Design freq_meter_mc_flat, sky130hd; sources not shown.
Figure 1. Wiring heat map.
The die is cut into 23 by 11 equal tiles; dark blue is low, red is high, scaled to the fullest tile. Values are wire area over tile area, all layers added.
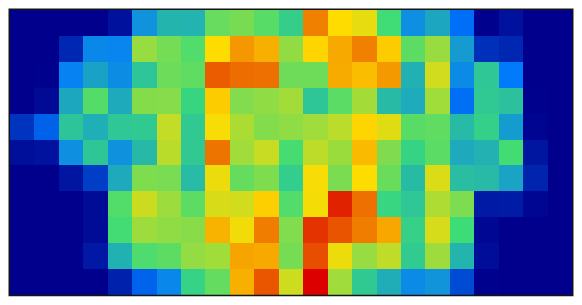
- tiles over half the peak: 47%
- fullest tile: 0.47
- nearly empty tiles: 20%
GRT Util Overall: 22.70%
post-detailed-routing wire length: 122.4 mm
Via Count: 34050
wire length per cell: 20.73 µm

Figure 2. Register map, names as in the netlist.
The bar under the picture is 100 µm long.
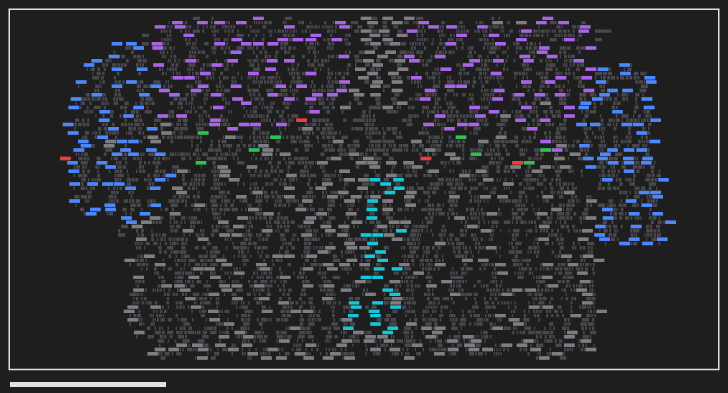
- cyan: u_core.res.res_ref_cnt (placed flops 32)
- red: u_core.busy (placed flops 4)
- green: u_core.flags (placed flops 8)
- blue: u_core.idle_cnt (placed flops 112)
- purple: u_core.sig_cnt (placed flops 128)
- not coloured: 317
flop share of the area: 31.72%
Register Area: 12030 µm²
P_seq: 5.23 mW
Final Core Density: 38.51%

==> results.cfg <==
; implementation run metrics
[worst_setup_path]
cp.arrival_ns = 5.20
required_ns = 5.53
critPathSlowestCell = nor4_2
path_buffers = 2
critPathTopFamily = simple AND/OR/NAND/NOR gates
slowest_delay_ns = 0.50
ff2ff_path_depth = 16
crit_fanout = 9
start_kind = flip-flop
worst-r2r-setup-slack_ns = 0.33
path_class = flip-flop to flip-flop
worstPathCellList = ha_1 -> nand4_1 -> nor4_1 -> buf_4 -> nor4b_4 -> buf_4 -> nand3_1 -> mux2_2 -> ha_1 -> nand3_1 -> nor4_2 -> o2111ai_1 -> a21oi_1 -> o31ai_1 -> a31oi_1 -> or2_2
worstSetupEndpointType = flip-flop
crit_cells = 16

[clock_network]
root_buffer = clkbuf_8
clk_pin_slew_worst_paths_ns = 0.07
holdBufCountCts = 1
insertion_delay_ns = 0.77
cts_buffers = 97
ctsResizeCount = 0
clockBufferDepth = 3
cts.sinks = 601
htree_levels = 3
cts_tree = done
cts_setup_buffers = 0

[power_and_ir_drop]
ir_drop_uv = 189.6
power-top-group = registers
p_per_area_nw_per_um2 = 284.4
seq_power_share_pct = 48.5
pwr-share-comb_pct = 10.1
power.switching_mw = 3.097
finalPower_mw = 10.79
p_sw_share_pct = 28.70
p_int_mw = 7.693
p_clk_mw = 4.47
p_leak_nw = 14.15
pg_comb_mw = 1.09
power_frac_clock_pct = 41.4

[floorplan]
n_tap_cell = 1328
placementRows = 81
fp.dieH_um = 229.8
die_w_um = 453.5
ios = 121
chip_area_um2 = 104200
fp_util_pct = 35.58
core-area_um2 = 98510

[worst_hold_path]
hold_depth = 1
hold_path_class = primary input to flip-flop

[global_route]
grt_antenna_before_repair = 4
grt.overflow.total = 0
grt_use_met3_pct = 4.720
globalRouteMet1Util_pct = 35.56
grt_pass1_vias = 30620
gr-max-usage-layer = met1
grt_util_met2_pct = 30.90
grt_pass1_wl_mm = 187.4
grt_max_degree = 299

[drt]
met3WireLength_mm = 11.15
met2_length_mm = 48.01
wl_met1_mm = 60.16
dr.max_layer_used = met5
first_pass_iters = 8
drc_errors = 0
final_antenna_net_count = 0
drt-vias-per-instance = 5.769
first_iter_violations = 4351

[layout]
mostFrequentLayoutCells = nand2_1 (711), dfxtp_1 (601), nor2_1 (399), a21oi_1 (363), nand3_1 (290)
num-nonclk-inverters = 208
logic_gate_count = 3521
nFillCells = 10240
lay_top_count = nand2_1
area_delta_synth_final_pct = 8.236
nClkBuffers = 117
drive_gt1_share_pct = 6.145
clkCellAreaFrac_pct = 4.875
final-nonclk-buf-share_pct = 1.583
final_cell_count_no_fill = 5902
layout.nets = 4715
combGateArea_um2 = 21000
antennaDiodeCount = 1
seq_cell_count = 601
signal_buffers = 78
comb_share_pct = 55.37
largest_cell_class = logic gates
design_area_um2 = 37940

[sta]
fmax_ghz = 0.2238
tightest_slew_ns = 1.162
period_needed_ns = 4.469
finalMaxSlewViolations = 0
hold_viol_final = 0
setup_viol = 0
slew_headroom_pct = 22.48
fin_skew_ns = 0.04755
setup_ws_ns = 0.3315
rsz0062_at_grt = false
tns_ns = 0
hold_ws_ns = 0.06961
finalCritPeriodShare_pct = 93.09

[placement]
hpwl_mm = 87.24
portBuffers = 0
pre_cts_ws_ns = 0.05661
gp_congestion = 0.9247
dp_cells = 5735
dpl_cell_area_um2 = 36060

[synthesis]
synth_flops = 601
yosys.stat.seqShare_pct = 34.33
flop_cell = dfxtp_1
synthesis.nets = 4843
synth.mux.area_fraction_pct = 2.306
synth.distinct_cells = 88
ys_chip_area_um2 = 35050
logic_family = simple AND/OR/NAND/NOR gates
yosysWarnings = 0
synth_top_area_share_pct = 34.33
synthSimpleGateAreaFrac_pct = 27.53
top_cells_by_count = nand2_1 (712), dfxtp_1 (601), nor2_1 (402), a21oi_1 (365), nand3_1 (292)
synthCells = 4635
synthesis.area_um2 = 35050
ys_sh_adder_pct = 5.712
synthArstFlopShare_pct = 0
top_area_cell = dfxtp_1
synthXorXnorAreaFrac_pct = 4.098
ys_sh_aoi_pct = 19.98
edf_count = 0
most_common_cell = nand2_1
syn_area_per_cell_um2 = 7.562
synth.area.top_cells = dfxtp_1 (34%), nand2_1 (7.6%), ha_1 (5.7%), a21oi_1 (5.2%), nor2_1 (4.3%)

[status]
status = complete, no violations

[job]
warnings = 44
cap_violations = 0
Power figures rest on the tool's default switching activity, not on a simulated workload.
